File: config.mk
export PLATFORM = sky130hd
export DESIGN_NAME = mem_access_stage
export DESIGN_NICKNAME = d
export VERILOG_FILES = /design/src/rtl/rv_pipe_pkg.sv /design/src/rtl/lsu_align.sv /design/src/rtl/mem_access_stage.sv
export SDC_FILE = /design/constraint.sdc
export NUM_CORES = 1
export LEC_CHECK = 0
export CORE_AREA = 4 4 132 134
export CTS_CLUSTER_DIAMETER = 120
export CTS_CLUSTER_SIZE = 16
export DETAILED_ROUTE_END_ITERATION = 16
export DIE_AREA = 0 0 136 138
export PLACE_DENSITY = 0.74
export RECOVER_POWER = 100
export SLEW_MARGIN = 40
export SYNTH_ARGS = -nofsm -noshare
export SYNTH_HDL_FRONTEND = slang
export SYNTH_SLANG_ARGS = --single-unit
File: constraint.sdc
create_clock -name clk -period 5.4 [get_ports clk]
set_input_delay 0.54 -clock clk [delete_from_list [all_inputs] [get_ports clk]]
set_output_delay 0.54 -clock clk [all_outputs]
set_load 0.05 [all_outputs]
File: src/rtl/rv_pipe_pkg.sv
// rtl/rv_pipe_pkg.sv - shared encodings for the RV32I pipeline MEM stage
package rv_pipe_pkg;

    localparam logic [2:0] F3_LB  = 3'b000;
    localparam logic [2:0] F3_LH  = 3'b001;
    localparam logic [2:0] F3_LW  = 3'b010;
    localparam logic [2:0] F3_LBU = 3'b100;
    localparam logic [2:0] F3_LHU = 3'b101;
    localparam logic [2:0] F3_SB  = 3'b000;
    localparam logic [2:0] F3_SH  = 3'b001;
    localparam logic [2:0] F3_SW  = 3'b010;

    localparam logic [1:0] RES_ALU  = 2'b00;
    localparam logic [1:0] RES_LOAD = 2'b01;
    localparam logic [1:0] RES_PC4  = 2'b10;

    typedef enum logic {IDLE, WAIT} memState_t;

    typedef enum logic [1:0] {SZ_BYTE, SZ_HALF, SZ_WORD} accSize_t;

    // funct3[2] only selects zero-extension; 011/110/111 fall through to word
    function automatic accSize_t accessSize(input logic [2:0] funct3);
        if (funct3[1:0] == F3_LB[1:0])
            return SZ_BYTE;
        else if (funct3[1:0] == F3_LH[1:0])
            return SZ_HALF;
        else
            return SZ_WORD;
    endfunction

endpackage

File: src/rtl/lsu_align.sv
// rtl/lsu_align.sv - store lane replication/byte enables and load extraction
module lsu_align
    import rv_pipe_pkg::*;
(
    input  logic [2:0]  funct3,
    input  logic [1:0]  addrLo,
    input  logic [31:0] storeData,
    input  logic [31:0] rdata,
    output logic [31:0] wdata,
    output logic [3:0]  byteEn,
    output logic [31:0] loadData
);

    accSize_t   size;
    logic       zeroExt;
    logic [7:0]  loadByte;
    logic [15:0] loadHalf;

    assign size     = accessSize(funct3);
    assign zeroExt  = funct3[2];
    assign loadByte = rdata[{addrLo, 3'b000} +: 8];
    assign loadHalf = rdata[{addrLo[1], 4'b0000} +: 16];

    always_comb begin
        wdata    = storeData;
        byteEn   = 4'b1111;
        loadData = rdata;
        case (size)
            SZ_BYTE: begin
                wdata    = {4{storeData[7:0]}};
                byteEn   = 4'b0001 << addrLo;
                loadData = {{24{~zeroExt & loadByte[7]}}, loadByte};
            end
            SZ_HALF: begin
                wdata    = {2{storeData[15:0]}};
                byteEn   = 4'b0011 << {addrLo[1], 1'b0};
                loadData = {{16{~zeroExt & loadHalf[15]}}, loadHalf};
            end
            default: ;
        endcase
    end

endmodule

File: src/rtl/mem_access_stage.sv
// rtl/mem_access_stage.sv - MEM stage: data-memory handshake, wait/timeout FSM, MEM/WB register
module mem_access_stage
    import rv_pipe_pkg::*;
#(
    parameter int BUS_TIMEOUT = 255
) (
    input  logic        clk,
    input  logic        rst,
    input  logic [31:0] ALUResultM,
    input  logic [31:0] WriteDataM,
    input  logic [31:0] PCPlus4M,
    input  logic [31:0] InstrM,
    input  logic [4:0]  RdM,
    input  logic        RegWriteM,
    input  logic        MemWriteM,
    input  logic [1:0]  ResultSrcM,
    output logic        StallM,
    output logic        dmem_req,
    output logic        dmem_we,
    output logic [31:0] dmem_addr,
    output logic [31:0] dmem_wdata,
    output logic [3:0]  dmem_be,
    input  logic        dmem_ready,
    input  logic [31:0] dmem_rdata,
    output logic [31:0] ReadDataW,
    output logic [31:0] ALUResultW,
    output logic [31:0] PCPlus4W,
    output logic [4:0]  RdW,
    output logic        RegWriteW,
    output logic [1:0]  ResultSrcW,
    output logic        MisalignM,
    output logic        BusErrM
);

    localparam int CNT_W = $clog2(BUS_TIMEOUT + 1);

    memState_t        state, stateNext;
    logic [CNT_W-1:0] cnt, cntNext;
    logic [2:0]       funct3;
    logic             isLoad, memOp, misaligned, timeoutHit, bubble;
    logic [31:0]      loadData;
    logic [3:0]       storeBe;
    logic             unusedInstrBits;

    assign funct3          = InstrM[14:12];
    assign unusedInstrBits = ^{InstrM[31:15], InstrM[11:0]};
    assign isLoad          = (ResultSrcM == RES_LOAD);
    assign memOp           = MemWriteM | isLoad;

    lsu_align u_align (
        .funct3    (funct3),
        .addrLo    (ALUResultM[1:0]),
        .storeData (WriteDataM),
        .rdata     (dmem_rdata),
        .wdata     (dmem_wdata),
        .byteEn    (storeBe),
        .loadData  (loadData)
    );

    always_comb begin
        misaligned = 1'b0;
        case (accessSize(funct3))
            SZ_HALF: misaligned = memOp & ALUResultM[0];
            SZ_WORD: misaligned = memOp & (ALUResultM[1:0] != 2'b00);
            default: ;
        endcase
    end

    // rst gates the request so a reset during WAIT drops it without waiting for a clock
    assign timeoutHit = (state == WAIT) && (cnt == CNT_W'(BUS_TIMEOUT)) && !dmem_ready;
    assign dmem_req   = ~rst & memOp & ~misaligned & ~timeoutHit;
    assign dmem_we    = MemWriteM;
    assign dmem_addr  = {ALUResultM[31:2], 2'b00};
    assign dmem_be    = MemWriteM ? storeBe : 4'b1111;
    assign StallM     = dmem_req & ~dmem_ready;
    assign MisalignM  = misaligned;
    assign BusErrM    = timeoutHit;
    assign bubble     = StallM | misaligned | timeoutHit;

    always_ff @(posedge clk or posedge rst) begin
        if (rst) begin
            state <= IDLE;
            cnt   <= '0;
        end else begin
            state <= stateNext;
            cnt   <= cntNext;
        end
    end

    always_comb begin
        stateNext = IDLE;
        cntNext   = '0;
        if (StallM) begin
            stateNext = WAIT;
            cntNext   = (state == IDLE) ? CNT_W'(1) : cnt + CNT_W'(1);
        end
    end

    always_ff @(posedge clk or posedge rst) begin
        if (rst) begin
            ReadDataW  <= '0;
            ALUResultW <= '0;
            PCPlus4W   <= '0;
            RdW        <= '0;
            RegWriteW  <= 1'b0;
            ResultSrcW <= '0;
        end else if (bubble) begin
            ReadDataW  <= '0;
            ALUResultW <= '0;
            PCPlus4W   <= '0;
            RdW        <= '0;
            RegWriteW  <= 1'b0;
            ResultSrcW <= '0;
        end else begin
            ReadDataW  <= isLoad ? loadData : 32'h0;
            ALUResultW <= ALUResultM;
            PCPlus4W   <= PCPlus4M;
            RdW        <= RdM;
            RegWriteW  <= RegWriteM;
            ResultSrcW <= ResultSrcM;
        end
    end

endmodule

Clock wiring as the flow saved it:
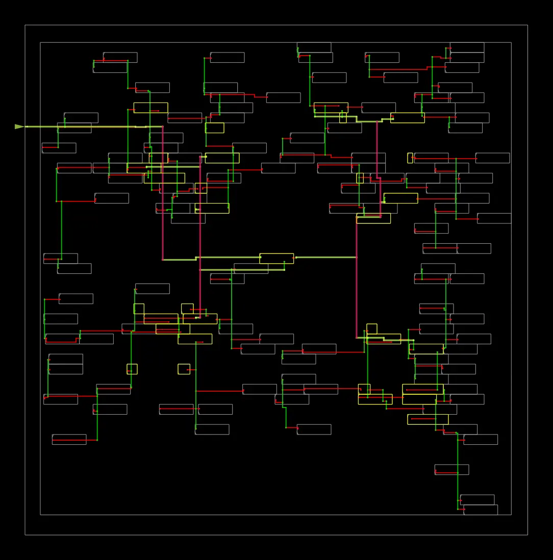
seq_cells: 113
clock network power: 1.15 mW
CTS Buf Count: 17
clk_skew: 9.05 ps

Clock distribution:
Scale bar: 50 um.
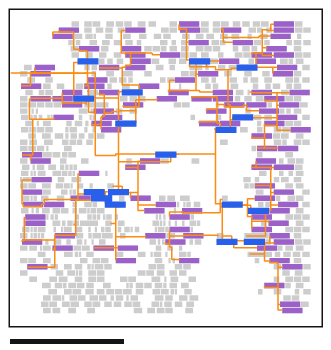
- blue: cells driving clock nets (count 17)
- purple: flip-flops (count 113)
- orange: clock wires (length 1540 um)
- routed clock nets: 18

Close-up of the layout:
Window x 48 to 88, y 49 to 89 um. Cells in grey, sequential cells in the stronger grey; small squares are vias.
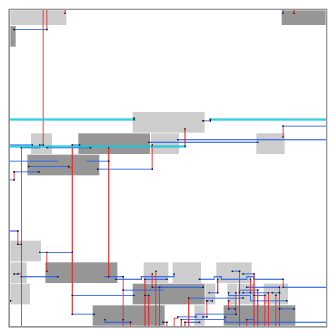
- red: met2
- cyan: met3
- blue: met1
- netlist names of flops here include: cnt (3), ALUResultW (2)
- most frequent: dfrtp_1 (7), dlygate4sd3_1 (3)
- sequential cells in the window: 7
- cells with their middle in the window: 21

Met3 routing:
Cells faint in the background.
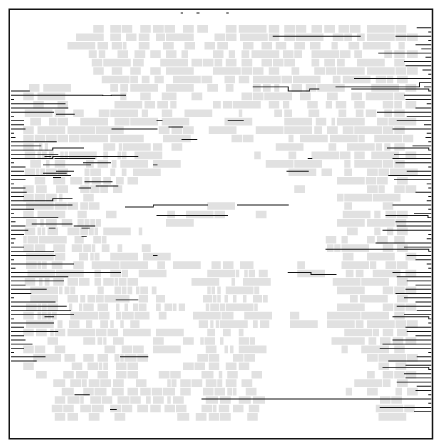
- share of all routed wire: 10%
- nets with wire on the layer: 180
- main direction: horizontal
- longest straight run: 73.8 um
- wire length on this layer: 1740 um

## through the flow
stage / utilization / hold WS [ps] / area, um^2 / power (mW)
finish: 0.535 / 495 / 8710 / 2.75
global placement: 0.506 / 480 / 8240 / 1.68
detailed placement: 0.506 / 476 / 8250 / 1.69
CTS: 0.544 / 497 / 8860 / 2.85
global route: 0.535 / 524 / 8710 / 2.86
floorplan: - / 444 / 5250 / 1.41
## Yosys cell counts (2+ instances only)
cell type / instances / area [um^2]
nor2b_1: 5 / 31.3
and2_1: 8 / 50.1
nand3_1: 4 / 20.0
buf_2: 4 / 20.0
o21ai_0: 12 / 60.1
nor3_1: 2 / 10.0
buf_1: 2 / 7.51
and2_4: 63 / 552
buf_4: 43 / 323
nand2_1: 12 / 45.0
nor2_1: 41 / 154
inv_1: 8 / 30.0
a22oi_1: 7 / 52.6
mux2i_1: 10 / 100
buf_6: 8 / 90.1
xnor2_1: 4 / 35.0
o21a_1: 2 / 15.0
clkbuf_1: 10 / 37.5
xor2_1: 2 / 17.5
a222oi_1: 7 / 70.1
mux2_2: 24 / 270
dfrtp_1: 113 / 2830
a21oi_1: 25 / 125
and2_2: 2 / 15.0
a22o_1: 7 / 61.3
## worst register-to-register path, stage by stage (launching register included)
cell and delay (ps):
dfrtp_1 420, ha_1 260, nand4_1 150, or4_4 170, o21a_1 550, clkbuf_1 1220, and2_0 340
## routing by layer
| metal | share of wire | track usage | routed length, um |
|---|---|---|---|
| met5 | 0 | 0 | 0 |
| met4 | 0.017 | 0.0562 | 287 |
| met3 | 0.10 | 0.0712 | 1740 |
| met2 | 0.50 | 0.308 | 8660 |
| met1 | 0.38 | 0.211 | 6540 |
==> reports/qor.csv <==
metric;value;unit
status;complete, but fails checks;
failing checks;capacitance limit, slew limit;
number of enable flip-flop cells;0;
cell breakdown of the critical path;dlygate4sd3_1 > o21a_1 > a21oi_1 > or4b_1 > nor2_1 > dlygate4sd3_1;
Clock Buffer Count;20;
non-clock buffer count in the final layout;322;
final setup violating endpoints;0;
DRC viols;0;
multi-input gates;258;
Worst path max stage delay;910;ps
Cells after Synth;445;
DP HPWL;13.4;mm
Max FO, Critical Path;10;
Least-Margin Pin Slew;2670;ps
clk slew on worst S/H paths;50;ps
setup bufs post-CTS;0;
synthesis area per yosys;5240;um^2
WP data required;4860;ps
number of cells on the critical path;6;
Seq. cell area;2830;um^2
Post-Synth Adder-Cell Area;0.00239;
critical path class;in2out;
DRT antenna net count;0;
clock latency on the worst-skew pair;400;ps
layout cells sized above 1;0.146;
Mux cell area share;0.0750;
Cell Type Count;45;
end point of the critical path;StallM;
CTS sink count;113;
Seq power;0.907;mW
fin. max-slew vios;114;
num rows;47;
PnR worst setup slack;1460;ps
clock root buffer;clkbuf_16;
Well Taps;220;
Filler cells;1464;
Mean Syn Cell Area;11.8;um^2
Critical Path Start Type;primary input;
top_reg_cell synth;dfrtp_1;
Worst Hold Path EP;cnt[0]$_DFF_PP0_;
Pleak;3.91;nW
r2r worst-path depth;6;
Die W;136;um
pwr dens;316;nW/um^2
inverters;8;
maximum clock path buffer count;2;
Vias per Instance;4.51;
TNS Setup;0;ps
largest net degree at the start of global routing;73;
CTS tree;yes;
chip area;18800;um^2
Setup WS pre-CTS;1520;ps
fin nets;893;
Worst Path Arrival;3400;ps
drt wl/cell;18.1;um
Init Core Util;0.322;
placed cell count;920;
Log Warnings;55;
post-synthesis sequential area ratio;0.540;
Iter 0 DRT Violations;141;
hold_buf cts;0;
initial antenna violation count;0;
buffering overhead;0.367;
combinational power;0.701;mW
Buf+Inv Stages, Crit Path;2;
Ys Warns;0;
DRT Pass-1 Iters;5;
Pwr top;the clock network;
Logic area;1770;um^2
Antenna Cells;0;
Fmax;254;MHz
Clock power frac;0.416;
Fin. Hold Viols;0;
R2R setup slack;2210;ps
comb area leader;simple AND/OR/NAND/NOR gates;
Flops after synth;113;
max cap viols;2;
wirelength, routed;17.2;mm
most numerous logic cells after layout;dlygate4sd3_1 (176), clkdlybuf4s50_1 (140), dfrtp_1 (113);
Comb area share;0.203;
Overflow after GRT;0;
top cell class by occupied area;non-clock buffers;
switching pwr;0.853;mW
CP startpoint;ALUResultM[0];
reg2reg start;cnt[0]$_DFF_PP0_;
H-Tree Level Count;4;
Peak VDD IR;0.198;mV
Ports;349;
Critical Path Sink Type;output pin;
Clock buf/inv share;0.0705;
Net Sw Frac;0.310;
yosys stat cell total;445;
Mapped Area;5240;um^2
RSZ-0062 raised after global routing;false;
die height;138;um
gr usage total;0.182;
first-pass GRT wire length;26.6;mm
combinational fraction of design power;0.255;
Hold Path Origin;state$_DFF_PP0_;
fin crit period;3940;ps
Largest regs;ALUResultW (32), PCPlus4W (32), ReadDataW (32);
Compound Share, Synth;0.0938;
Rel. slew slack;-0.788;
Slowest-stage cell, CP;dlygate4sd3_1;
Crit path top cell by count;dlygate4sd3_1;
Seq area share;0.325;
most frequent logic cell in the layout;dlygate4sd3_1;
Non-Filler Instances;953;
crit-path leading delay family;buffers and inverters;
CTS resizes;0;
Reg-to-Reg End;PCPlus4W[13]$_DFF_PP0_;
vias in the first global route;4566;
vias;4299;
register share of total power;0.329;
AND/OR/NAND/NOR Cells, Area Fraction;0.182;
Power and IR drop assume default switching activity.
